$ cat src/rtl/vector_reg_sequencer_if.sv
// Bus bundle between vector_reg_sequencer, the issue/writeback logic and one
// vector register: command, element stream, two writeback ports, register port.
interface vector_reg_sequencer_if #(
  parameter int VECTOR_REG_DEPTH = 64,
  parameter int VECTOR_REG_WIDTH = 64
);
  localparam int AW = $clog2(VECTOR_REG_DEPTH);

  logic                        cmd_valid;
  logic                        cmd_ready;
  logic [AW:0]                 cmd_vl;
  logic [AW-1:0]               rd_addr;
  logic [VECTOR_REG_WIDTH-1:0] rd_data;
  logic                        elem_valid;
  logic                        elem_ready;
  logic [VECTOR_REG_WIDTH-1:0] elem_data;
  logic [AW-1:0]               elem_idx;
  logic                        elem_last;
  logic                        busy;
  logic                        wb_a_valid;
  logic                        wb_a_ready;
  logic [AW-1:0]               wb_a_addr;
  logic [VECTOR_REG_WIDTH-1:0] wb_a_data;
  logic                        wb_b_valid;
  logic                        wb_b_ready;
  logic [AW-1:0]               wb_b_addr;
  logic [VECTOR_REG_WIDTH-1:0] wb_b_data;
  logic                        write;
  logic [AW-1:0]               write_addr;
  logic [VECTOR_REG_WIDTH-1:0] write_data;

  modport master (
    output cmd_valid, cmd_vl, rd_data, elem_ready,
           wb_a_valid, wb_a_addr, wb_a_data, wb_b_valid, wb_b_addr, wb_b_data,
    input  cmd_ready, rd_addr, elem_valid, elem_data, elem_idx, elem_last, busy,
           wb_a_ready, wb_b_ready, write, write_addr, write_data
  );

  modport slave (
    input  cmd_valid, cmd_vl, rd_data, elem_ready,
           wb_a_valid, wb_a_addr, wb_a_data, wb_b_valid, wb_b_addr, wb_b_data,
    output cmd_ready, rd_addr, elem_valid, elem_data, elem_idx, elem_last, busy,
           wb_a_ready, wb_b_ready, write, write_addr, write_data
  );
endinterface

$ cat src/rtl/vector_reg_sequencer.sv
// Streams VL elements of one vector register and arbitrates its write port
// between ALU (A) and load (B) writeback. Define VREG_SEQ_FIXED_PRIO_EN for A-over-B priority.
module vector_reg_sequencer #(
  parameter int VECTOR_REG_DEPTH = 64,
  parameter int VECTOR_REG_WIDTH = 64
) (
  input  logic                  clk,
  input  logic                  reset,
  vector_reg_sequencer_if.slave bus
);
  localparam int AW = $clog2(VECTOR_REG_DEPTH);
  localparam logic [AW:0] DEPTH_LEN = (AW+1)'(VECTOR_REG_DEPTH);
  localparam logic [AW:0] ONE       = (AW+1)'(1);

  typedef enum logic {IDLE, STREAM} state_t;

  state_t                      state, next_state;
  logic [AW-1:0]               idx;
  logic [AW:0]                 len;
  logic [AW:0]                 len_in;
  logic                        accept;
  logic                        streaming;
  logic                        last;
  logic                        grant_a, grant_b;
  logic                        write_q;
  logic [AW-1:0]               write_addr_q;
  logic [VECTOR_REG_WIDTH-1:0] write_data_q;

  assign len_in    = (bus.cmd_vl > DEPTH_LEN) ? DEPTH_LEN : bus.cmd_vl;
  assign streaming = (state == STREAM);
  assign accept    = (state == IDLE) && bus.cmd_valid;
  assign last      = streaming && ({1'b0, idx} == len - ONE);

  always_ff @(posedge clk or posedge reset) begin
    if (reset) state <= IDLE;
    else       state <= next_state;
  end

  always_comb begin
    next_state = state;
    case (state)
      IDLE:   if (accept && len_in != '0) next_state = STREAM;
      STREAM: if (bus.elem_ready && last) next_state = IDLE;
      default: next_state = IDLE;
    endcase
  end

  // idx is left untouched in IDLE so rd_addr keeps pointing at the last element read
  always_ff @(posedge clk or posedge reset) begin
    if (reset) begin
      idx <= '0;
      len <= '0;
    end else if (accept) begin
      len <= len_in;
      if (len_in != '0) idx <= '0;
    end else if (streaming && bus.elem_ready && !last) begin
      idx <= idx + 1'b1;
    end
  end

  assign bus.cmd_ready  = (state == IDLE);
  assign bus.busy       = streaming;
  assign bus.elem_valid = streaming;
  assign bus.elem_last  = last;
  assign bus.elem_idx   = idx;
  assign bus.rd_addr    = idx;
  assign bus.elem_data  = bus.rd_data;

`ifdef VREG_SEQ_FIXED_PRIO_EN
  assign grant_a = !reset && bus.wb_a_valid;
  assign grant_b = !reset && bus.wb_b_valid && !bus.wb_a_valid;
`else
  logic ptr_b;

  assign grant_a = !reset && bus.wb_a_valid && (!bus.wb_b_valid || !ptr_b);
  assign grant_b = !reset && bus.wb_b_valid && (!bus.wb_a_valid || ptr_b);

  // Pointer always moves to the side that lost (or did not request) this cycle
  always_ff @(posedge clk or posedge reset) begin
    if (reset)        ptr_b <= 1'b0;
    else if (grant_a) ptr_b <= 1'b1;
    else if (grant_b) ptr_b <= 1'b0;
  end
`endif

  assign bus.wb_a_ready = grant_a;
  assign bus.wb_b_ready = grant_b;

  always_ff @(posedge clk or posedge reset) begin
    if (reset) begin
      write_q      <= 1'b0;
      write_addr_q <= '0;
      write_data_q <= '0;
    end else begin
      write_q <= grant_a || grant_b;
      if (grant_a) begin
        write_addr_q <= bus.wb_a_addr;
        write_data_q <= bus.wb_a_data;
      end else if (grant_b) begin
        write_addr_q <= bus.wb_b_addr;
        write_data_q <= bus.wb_b_data;
      end
    end
  end

  assign bus.write      = write_q;
  assign bus.write_addr = write_addr_q;
  assign bus.write_data = write_data_q;
endmodule

$ cat src/flat_wrapper.sv
// flat-port wrapper written by rule: the top's interface ports become plain ports
module vector_reg_sequencer_flat 
#(
  parameter int VECTOR_REG_DEPTH = 64,
  parameter int VECTOR_REG_WIDTH = 64
)
  (clk, reset, bus_cmd_valid, bus_cmd_vl, bus_rd_data, bus_elem_ready, bus_wb_a_valid, bus_wb_a_addr, bus_wb_a_data, bus_wb_b_valid, bus_wb_b_addr, bus_wb_b_data, bus_cmd_ready, bus_rd_addr, bus_elem_valid, bus_elem_data, bus_elem_idx, bus_elem_last, bus_busy, bus_wb_a_ready, bus_wb_b_ready, bus_write, bus_write_addr, bus_write_data);
  vector_reg_sequencer_if #(.VECTOR_REG_DEPTH(VECTOR_REG_DEPTH), .VECTOR_REG_WIDTH(VECTOR_REG_WIDTH)) bus_i ();
  input  logic clk;
  input  logic reset;
  input wire logic [$bits(bus_i.cmd_valid)-1:0] bus_cmd_valid;
  input wire logic [$bits(bus_i.cmd_vl)-1:0] bus_cmd_vl;
  input wire logic [$bits(bus_i.rd_data)-1:0] bus_rd_data;
  input wire logic [$bits(bus_i.elem_ready)-1:0] bus_elem_ready;
  input wire logic [$bits(bus_i.wb_a_valid)-1:0] bus_wb_a_valid;
  input wire logic [$bits(bus_i.wb_a_addr)-1:0] bus_wb_a_addr;
  input wire logic [$bits(bus_i.wb_a_data)-1:0] bus_wb_a_data;
  input wire logic [$bits(bus_i.wb_b_valid)-1:0] bus_wb_b_valid;
  input wire logic [$bits(bus_i.wb_b_addr)-1:0] bus_wb_b_addr;
  input wire logic [$bits(bus_i.wb_b_data)-1:0] bus_wb_b_data;
  output wire logic [$bits(bus_i.cmd_ready)-1:0] bus_cmd_ready;
  output wire logic [$bits(bus_i.rd_addr)-1:0] bus_rd_addr;
  output wire logic [$bits(bus_i.elem_valid)-1:0] bus_elem_valid;
  output wire logic [$bits(bus_i.elem_data)-1:0] bus_elem_data;
  output wire logic [$bits(bus_i.elem_idx)-1:0] bus_elem_idx;
  output wire logic [$bits(bus_i.elem_last)-1:0] bus_elem_last;
  output wire logic [$bits(bus_i.busy)-1:0] bus_busy;
  output wire logic [$bits(bus_i.wb_a_ready)-1:0] bus_wb_a_ready;
  output wire logic [$bits(bus_i.wb_b_ready)-1:0] bus_wb_b_ready;
  output wire logic [$bits(bus_i.write)-1:0] bus_write;
  output wire logic [$bits(bus_i.write_addr)-1:0] bus_write_addr;
  output wire logic [$bits(bus_i.write_data)-1:0] bus_write_data;
  assign bus_i.cmd_valid = bus_cmd_valid;
  assign bus_i.cmd_vl = bus_cmd_vl;
  assign bus_i.rd_data = bus_rd_data;
  assign bus_i.elem_ready = bus_elem_ready;
  assign bus_i.wb_a_valid = bus_wb_a_valid;
  assign bus_i.wb_a_addr = bus_wb_a_addr;
  assign bus_i.wb_a_data = bus_wb_a_data;
  assign bus_i.wb_b_valid = bus_wb_b_valid;
  assign bus_i.wb_b_addr = bus_wb_b_addr;
  assign bus_i.wb_b_data = bus_wb_b_data;
  assign bus_cmd_ready = bus_i.cmd_ready;
  assign bus_rd_addr = bus_i.rd_addr;
  assign bus_elem_valid = bus_i.elem_valid;
  assign bus_elem_data = bus_i.elem_data;
  assign bus_elem_idx = bus_i.elem_idx;
  assign bus_elem_last = bus_i.elem_last;
  assign bus_busy = bus_i.busy;
  assign bus_wb_a_ready = bus_i.wb_a_ready;
  assign bus_wb_b_ready = bus_i.wb_b_ready;
  assign bus_write = bus_i.write;
  assign bus_write_addr = bus_i.write_addr;
  assign bus_write_data = bus_i.write_data;
  vector_reg_sequencer #(.VECTOR_REG_DEPTH(VECTOR_REG_DEPTH), .VECTOR_REG_WIDTH(VECTOR_REG_WIDTH)) u_core (.clk(clk), .reset(reset), .bus(bus_i));
endmodule
$ cat config.mk
export PLATFORM = sky130hd
export DESIGN_NAME = vector_reg_sequencer_flat
export DESIGN_NICKNAME = d
export VERILOG_FILES = /design/src/rtl/vector_reg_sequencer_if.sv /design/src/rtl/vector_reg_sequencer.sv /design/src/flat_wrapper.sv
export SDC_FILE = /design/constraint.sdc
export NUM_CORES = 1
export LEC_CHECK = 0
export CAP_MARGIN = 20
export CORE_AREA = 3 3 144 146
export CTS_CLUSTER_DIAMETER = 100
export DETAILED_ROUTE_END_ITERATION = 6
export DIE_AREA = 0 0 147 149
export GPL_TIMING_DRIVEN = 0
export PLACE_DENSITY = 0.68
export SLEW_MARGIN = 20
export SYNTH_ARGS = -nofsm -noshare
export SYNTH_HDL_FRONTEND = slang
export SYNTH_SLANG_ARGS = --single-unit
$ cat constraint.sdc
create_clock -name clk -period 9.1 [get_ports clk]
set_input_delay 2.73 -clock clk [delete_from_list [all_inputs] [get_ports clk]]
set_output_delay 2.73 -clock clk [all_outputs]
set_load 0.01 [all_outputs]
==> run_1/m2.png <==
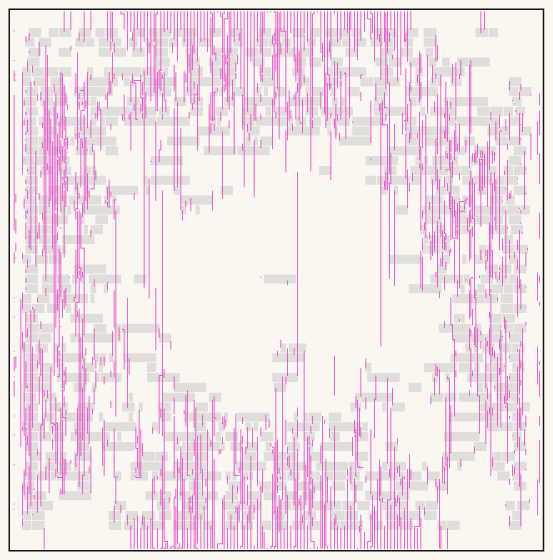
main direction	vertical
nets with wire on the layer	841
longest straight run	75.5 um
wire length on this layer	8790 um
share of all routed wire	52%
met2 demand-to-capacity share in global routing: 0.268
via count: 4397
aggregate routed wire length: 16900 um

==> run_1/congestion_map.png <==
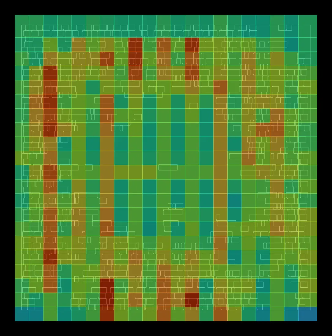
average detailed-routed wire length per instance: 16.0 um
GR met1 Demand/Resource: 0.166
Most Crowded Layer GR: met2
GR Util met3: 0.0498

==> flow_metrics.py, run 1 <==
# Auto-generated metrics
metrics = {
    "cts": {
        "insertion_delay_ns": 0.35,
        "num_clock_sinks": 86,
        "clock_h_tree_levels": 3,
        "clock_path_buffers": 2,
        "cts_root_buffer": "sky130_fd_sc_hd__clkbuf_16",
        "post_cts_buffers": 0,
        "cts_resized": 0,
        "clkTransAtPathRegs_ns": 0.06,
        "cts-hold-fix-buffers": 0,
        "clock_buffers_created_by_tritoncts": 9,
        "cts_tree": "yes",
    },
    "sta": {
        "slew_headroom": 0.480,
        "final.setup.tns_ns": 0,
        "tightestPinTransition_ns": 0.780,
        "setup_ws_ns": 1.18,
        "final_hold_viol_count": 0,
        "setup_violations": 0,
        "final.setup_skew_ns": 0.00731,
        "timing.final.max_slew_violations": 0,
        "clock.fmax_ghz": 0.126,
        "rsz_0062_raised_after_global_routing": "no",
        "final.min_clock_period_ns": 7.92,
        "final.hold.worst_slack_ns": 0.477,
        "finalClockPeriodUsage": 0.870,
    },
    "final_layout": {
        "logic_gates": 285,
        "n_fill_cell": 1956,
        "antenna-diode-count": 0,
        "finalNetCount": 1010,
        "post_route_cells_drive_above_1_share": 0.126,
        "lay_top_count": "sky130_fd_sc_hd__clkdlybuf4s50_1",
        "final_area_um2": 8350,
        "area_growth_syn_to_layout_pct": 80.2,
        "clock_area_frac": 0.0361,
        "layoutNonFillerInstCount": 1061,
        "dominant-cell-class": "buffers",
        "nNonClkBuffers": 402,
        "logic_gate_fraction_of_the_total_cell_area": 0.218,
        "flop_area_um2": 2150,
        "n_all_inverters": 7,
        "clockBufferCount": 11,
        "flip_flop_and_latch_count": 86,
        "mostFrequentLayoutCells": "sky130_fd_sc_hd__clkdlybuf4s50_1, sky130_fd_sc_hd__nand2_1, sky130_fd_sc_hd__dfrtp_1",
        "seq_area_frac": 0.258,
        "final_core_util": 0.428,
        "area_share_nonclk_buffers": 0.445,
        "largest_register_ff_count": 64,
        "multi_input_comb_area_um2": 1820,
    },
    "pwr": {
        "powerClk_uw": 378,
        "comb_cell_power_uw": 464,
        "top_power_group": "registers",
        "power.switching_fraction": 0.291,
        "share_seq_of_total_power": 0.366,
        "ir_worst_vdd_v": 0.0000929,
        "power.net_switching_uw": 387,
        "power_density_nw_per_um2": 159,
        "total_leakage_power_uw": 0.00385,
        "seq_cell_power_uw": 487,
        "internal_power_uw": 942,
        "power_frac_clock": 0.284,
        "design_power_total_uw": 1330,
        "comb_power_share": 0.349,
    },
    "setup_path": {
        "worst-endpoint-required_ns": 6.37,
        "critical-path-top-cell-by-count": "sky130_fd_sc_hd__clkdlybuf4s50_1",
        "critical_path.endpoint": "bus_wb_a_ready",
        "worstSetupStartpointType": "primary input",
        "timing.critical_path.slowest_cell_delay_ns": 0.54,
        "maximum_fanout_count_along_the_critical_path": 46,
        "critical_path.cell_chain": "clkdlybuf4s50_1 -> inv_6 -> nand2_1 -> a21o_1 -> clkbuf_1 -> buf_2 -> inv_1 -> clkdlybuf4s50_1",
        "worst_r2r_path_depth": 8,
        "worst-setup-path-type": "primary input to output port",
        "critPathBufInv": 6,
        "critical-path-top-delay-family": "buffers and inverters",
        "r2r-start": "u_core.len[0]$_DFFE_PP0P_",
        "cp_num_cells": 8,
        "crit_end_element": "output port",
        "worst_r2r_endpoint": "u_core.bus.elem_idx[1]$_DFFE_PP0P_",
        "timing.reg2reg.setup_slack_ns": 6.91,
        "cp.arrival_ns": 5.19,
        "critPathLaunch": "reset",
        "worst_path_max_delay_cell": "sky130_fd_sc_hd__clkdlybuf4s50_1",
    },
    "synthesis": {
        "synth-edff-count": 0,
        "netlist_top_cells_count": "sky130_fd_sc_hd__nand2_1, sky130_fd_sc_hd__dfrtp_1, sky130_fd_sc_hd__o21ai_0, sky130_fd_sc_hd__mux2i_1, sky130_fd_sc_hd__buf_4",
        "post-synth-top-area-fraction": 0.464,
        "ys_dominant_reg_cell": "sky130_fd_sc_hd__dfrtp_1",
        "synth_async_sr_flop_share": 1.00,
        "top_area_cells_in_the_synthesized_netlist": "sky130_fd_sc_hd__dfrtp_1, sky130_fd_sc_hd__mux2i_1, sky130_fd_sc_hd__buf_4, sky130_fd_sc_hd__o21ai_0, sky130_fd_sc_hd__nand2_1",
        "synth-warning-count": 0,
        "netlist_instances": 474,
        "ys_seq_frac": 0.464,
        "ys_cells": 474,
        "yosys_register_bits": 86,
        "netlist.top_cell.by_instances": "sky130_fd_sc_hd__nand2_1",
        "netlist.top_cell.by_area": "sky130_fd_sc_hd__dfrtp_1",
        "syn_area_per_cell_um2": 9.78,
        "synth_chip_area_um2": 4640,
        "netlist-cell-type-count": 35,
        "netlist_area_um2": 4640,
        "synth_nets": 693,
    },
    "floorplanning": {
        "chipHeight_um": 149,
        "core_area_um2": 19500,
        "taps": 265,
        "floorplan.rows": 51,
        "die_x_um": 147,
        "floorplan.core_util": 0.237,
        "io_pins": 370,
        "dieArea_um2": 21900,
    },
    "worst_hold_path": {
        "worst_hold_path.num_cells": 2,
        "min_delay_worst_endpoint": "u_core.bus.write_data[30]$_DFFE_PP0P_",
        "hold_path_startpoint": "u_core.bus.write_data[30]$_DFFE_PP0P_",
        "worstHoldPathType": "flip-flop to flip-flop",
    },
    "global_routing": {
        "grt_pass1_wl_um": 25300,
        "maximum_number_of_pins_on_one_net_before_global_route_repair": 47,
        "grt_remaining_overflow": 0,
        "first_global_vias": 4561,
        "grt_antenna_before_repair": 0,
        "globalRouteTotalUtil": 0.149,
    },
    "place": {
        "place_ws_ns": 1.14,
        "dpl_cell_area_um2": 8050,
        "place.port_buffers": 305,
        "detailed_place_hpwl_um": 13600,
        "placed_cells_incl_taps": 1045,
        "gpl.final_weighted_congestion": 0.754,
    },
    "drt": {
        "drt_first_pass_iters": 4,
        "drt.antenna.violating_nets": 0,
        "route.detailed.drc": 0,
        "drt_iter0_markers": 106,
        "drt-vias-per-instance": 4.14,
    },
    "flow_run": {
        "timing.max_cap.violations": 0,
        "warning_count": 26,
    },
    "run_status": {
        "outcome": "completed",
    },
}
==> run_1/m1.png <==
Bar = 50 um. Supply wires on this layer in grey.
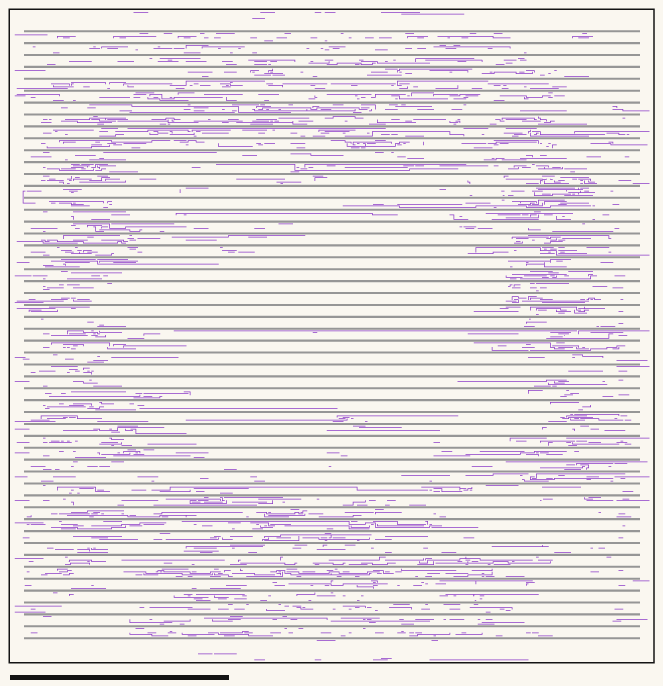
main direction	horizontal
wire length on this layer	6390 um
longest straight run	92.0 um
share of all routed wire	38%
nets with wire on the layer	850

-- run 1: per-layer routing --
| metal | vias to the layer above | global-route usage | part of all wire |
|---|---|---|---|
| li1 | 2162 | - | - |
| met4 | 0 | 0.0475 | 0.017 |
| met3 | 15 | 0.0498 | 0.086 |
| met1 | 2018 | 0.166 | 0.38 |
| met2 | 202 | 0.268 | 0.52 |
| met5 | - | 0 | 0 |
-- run 1: logic make-up after synthesis --
family / after synthesis / share of synthesized area
and+or+nand+nor: 111 / 0.105
buffers and inverters: 103 / 0.143
AOI/OAI and AO/OA: 90 / 0.107
DFF: 86 / 0.464
muxes: 74 / 0.160
xor gates and xnor gates: 8 / 0.0151
adders and majority gates: 2 / 0.00540
==> run_1/m3.png <==
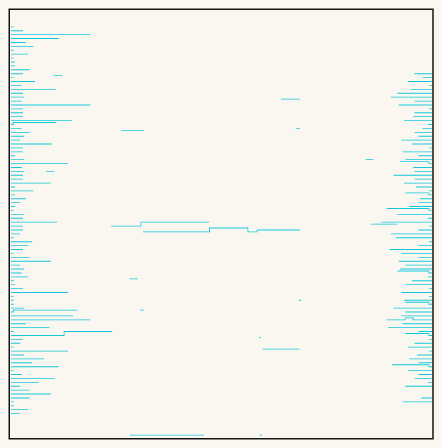

--- run 2 (diff from run 1) ---
Settings changed: PLACE_DENSITY 0.68 to not set.
==> run_2/m3.png <==
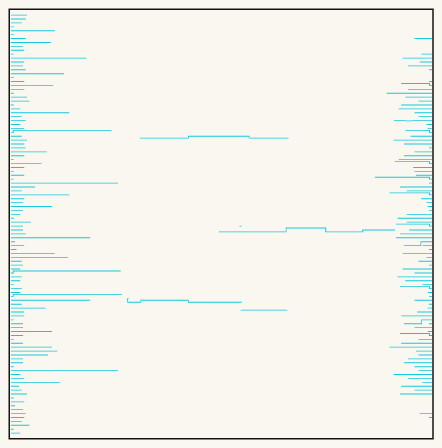
share of all routed wire	9.8%
nets with wire on the layer	198
longest straight run	37.7 um
wire length on this layer	1600 um
main direction	horizontal
GR Util met3: 0.0568
aggregate routed wire length: 16300 um
via count: 4359

==> run_2/congestion_map.png <==
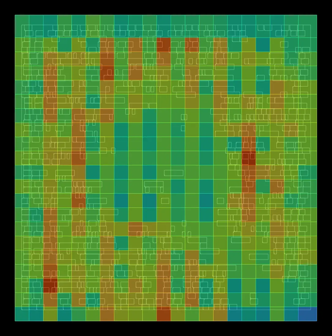
GR met1 Demand/Resource: 0.163
met2 demand-to-capacity share in global routing: 0.250
overall routing resource usage: 0.142
utilization of the core after routing: 0.428

==> run_2/class_map.png <==
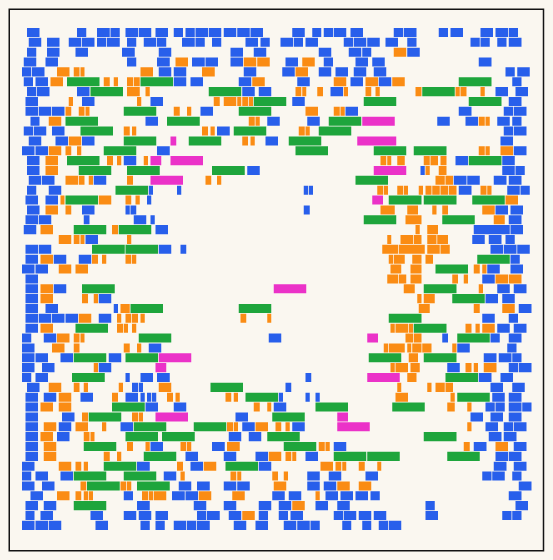
class	colour	cells	share of their area
clock drivers and dummy loads	magenta	16	3.8%
remaining logic cells	orange	292	23%
registers	green	86	27%
remaining buffers and delay cells	blue	402	46%

==> run 2 against run 1 <==
Compared with the run above: synthesized cell count unchanged; worst hold slack worse by 0.0022 ns; clock skew down 0.0011 ns; critical path type unchanged.
==> flow_metrics.py, run 2 <==
# Auto-generated metrics
metrics = {
    "run_status": {
        "outcome": "completed",
    },
    "synthesis": {
        "synth_chip_area_um2": 4640,
        "ys_cells": 474,
        "netlist-cell-type-count": 35,
        "syn_area_per_cell_um2": 9.78,
        "netlist.top_cell.by_instances": "sky130_fd_sc_hd__nand2_1",
        "synth-warning-count": 0,
        "netlist_area_um2": 4640,
        "synth_nets": 693,
        "synth-edff-count": 0,
        "top_area_cells_in_the_synthesized_netlist": "sky130_fd_sc_hd__dfrtp_1, sky130_fd_sc_hd__mux2i_1, sky130_fd_sc_hd__buf_4, sky130_fd_sc_hd__o21ai_0, sky130_fd_sc_hd__nand2_1",
        "post-synth-top-area-fraction": 0.464,
        "netlist_top_cells_count": "sky130_fd_sc_hd__nand2_1, sky130_fd_sc_hd__dfrtp_1, sky130_fd_sc_hd__o21ai_0, sky130_fd_sc_hd__mux2i_1, sky130_fd_sc_hd__buf_4",
        "ys_seq_frac": 0.464,
        "ys_dominant_reg_cell": "sky130_fd_sc_hd__dfrtp_1",
        "netlist.top_cell.by_area": "sky130_fd_sc_hd__dfrtp_1",
        "synth_async_sr_flop_share": 1.00,
        "yosys_register_bits": 86,
        "netlist_instances": 474,
    },
    "cts": {
        "clock_path_buffers": 2,
        "clkTransAtPathRegs_ns": 0.06,
        "cts_resized": 0,
        "clock_buffers_created_by_tritoncts": 9,
        "clock_h_tree_levels": 3,
        "insertion_delay_ns": 0.34,
        "num_clock_sinks": 86,
        "cts-hold-fix-buffers": 0,
        "post_cts_buffers": 0,
        "cts_tree": "yes",
        "cts_root_buffer": "sky130_fd_sc_hd__clkbuf_16",
    },
    "worst_hold_path": {
        "min_delay_worst_endpoint": "u_core.bus.write_data[14]$_DFFE_PP0P_",
        "hold_path_startpoint": "u_core.bus.write_data[14]$_DFFE_PP0P_",
        "worstHoldPathType": "flip-flop to flip-flop",
        "worst_hold_path.num_cells": 2,
    },
    "final_layout": {
        "final_area_um2": 8360,
        "post_route_cells_drive_above_1_share": 0.127,
        "antenna-diode-count": 0,
        "flop_area_um2": 2150,
        "finalNetCount": 1010,
        "area_growth_syn_to_layout_pct": 80.3,
        "lay_top_count": "sky130_fd_sc_hd__clkdlybuf4s50_1",
        "layoutNonFillerInstCount": 1061,
        "mostFrequentLayoutCells": "sky130_fd_sc_hd__clkdlybuf4s50_1, sky130_fd_sc_hd__nand2_1, sky130_fd_sc_hd__dfrtp_1",
        "n_fill_cell": 1981,
        "largest_register_ff_count": 64,
    },
    "place": {
        "place.port_buffers": 305,
        "place_ws_ns": 0.940,
        "dpl_cell_area_um2": 8050,
        "detailed_place_hpwl_um": 13200,
        "placed_cells_incl_taps": 1045,
        "gpl.final_weighted_congestion": 0.760,
    },
    "global_routing": {
        "top_usage_layer": "met2",
        "first_global_vias": 4391,
        "grt_pass1_wl_um": 24400,
        "grt_remaining_overflow": 0,
        "maximum_number_of_pins_on_one_net_before_global_route_repair": 59,
        "grt_antenna_before_repair": 0,
    },
    "floorplanning": {
        "dieArea_um2": 21900,
        "floorplan.core_util": 0.237,
        "die_x_um": 147,
        "core_area_um2": 19500,
        "chipHeight_um": 149,
        "floorplan.rows": 51,
        "io_pins": 370,
    },
    "sta": {
        "final.hold.worst_slack_ns": 0.475,
        "timing.final.max_slew_violations": 0,
        "rsz_0062_raised_after_global_routing": "no",
        "finalClockPeriodUsage": 0.882,
        "setup_ws_ns": 1.08,
        "setup_violations": 0,
        "slew_headroom": 0.665,
        "final_hold_viol_count": 0,
        "final.setup.tns_ns": 0,
        "clock.fmax_ghz": 0.125,
        "final.setup_skew_ns": 0.00621,
        "tightestPinTransition_ns": 0.503,
        "final.min_clock_period_ns": 8.02,
    },
    "setup_path": {
        "critical_path.endpoint": "bus_wb_a_ready",
        "cp.arrival_ns": 5.29,
        "worstSetupStartpointType": "primary input",
        "r2r-start": "u_core.len[0]$_DFFE_PP0P_",
        "maximum_fanout_count_along_the_critical_path": 58,
        "critical-path-top-delay-family": "buffers and inverters",
        "critical_path.cell_chain": "clkdlybuf4s50_1 -> inv_6 -> buf_16 -> nand2_1 -> a21o_1 -> clkbuf_1 -> buf_2 -> inv_1 -> clkdlybuf4s50_1",
        "worst-endpoint-required_ns": 6.37,
        "timing.critical_path.slowest_cell_delay_ns": 0.53,
        "critPathBufInv": 7,
        "worst_r2r_path_depth": 8,
        "crit_end_element": "output port",
        "cp_num_cells": 9,
        "worst_path_max_delay_cell": "sky130_fd_sc_hd__clkdlybuf4s50_1",
        "timing.reg2reg.setup_slack_ns": 6.91,
        "worst_r2r_endpoint": "u_core.bus.elem_idx[1]$_DFFE_PP0P_",
        "worst-setup-path-type": "primary input to output port",
        "critical-path-top-cell-by-count": "sky130_fd_sc_hd__clkdlybuf4s50_1",
        "critPathLaunch": "reset",
    },
    "pwr": {
        "power_density_nw_per_um2": 159,
        "comb_cell_power_uw": 461,
        "ir_worst_vdd_v": 0.0000764,
        "design_power_total_uw": 1330,
        "share_seq_of_total_power": 0.366,
        "power.net_switching_uw": 391,
        "top_power_group": "registers",
        "total_leakage_power_uw": 0.00386,
        "power.switching_fraction": 0.294,
        "comb_power_share": 0.347,
        "powerClk_uw": 381,
        "power_frac_clock": 0.287,
        "internal_power_uw": 938,
        "seq_cell_power_uw": 487,
    },
    "drt": {
        "wl_met2_um": 8390,
        "drt.antenna.violating_nets": 0,
        "drt-met1-wl_um": 6220,
        "top_layer": "met4",
        "drt_iter0_markers": 86,
        "met3_wirelength_um": 1600,
        "drt_first_pass_iters": 4,
        "drt-vias-per-instance": 4.11,
        "route.detailed.drc": 0,
        "route.detailed.wl_per_inst_um": 15.4,
    },
    "flow_run": {
        "warning_count": 26,
        "timing.max_cap.violations": 0,
    },
}
run 2: netlist changes by cell type in the layout (fill, tap and decap cells not counted), sizes merged:
| cell | delta |
|---|---|
| inv | +4 |
| clkbuf | -2 |
| clkinvlp | -2 |
run 2: cell families after synthesis:
group	after synthesis	share of synthesized area
buffers and inverters	103	0.143
AND/OR/NAND/NOR	111	0.105
XOR/XNOR	8	0.0151
adder cells (fa/ha/maj)	2	0.00540
multiplexers	74	0.160
flip-flops	86	0.464
AND-OR/OR-AND	90	0.107
run 2: area by class of cell:
class / instances / share of cell area
Multi-Input combinational cell: 285 / 0.218
Tap cell: 265 / 0.0397
Buffer: 96 / 0.0762
Inverter: 7 / 0.00374
Sequential cell: 86 / 0.258
Clock inverter: 7 / 0.00943
Clock buffer: 9 / 0.0270
Timing Repair Buffer: 306 / 0.369
No activity file was given, so power comes from the tool's default toggle rates.
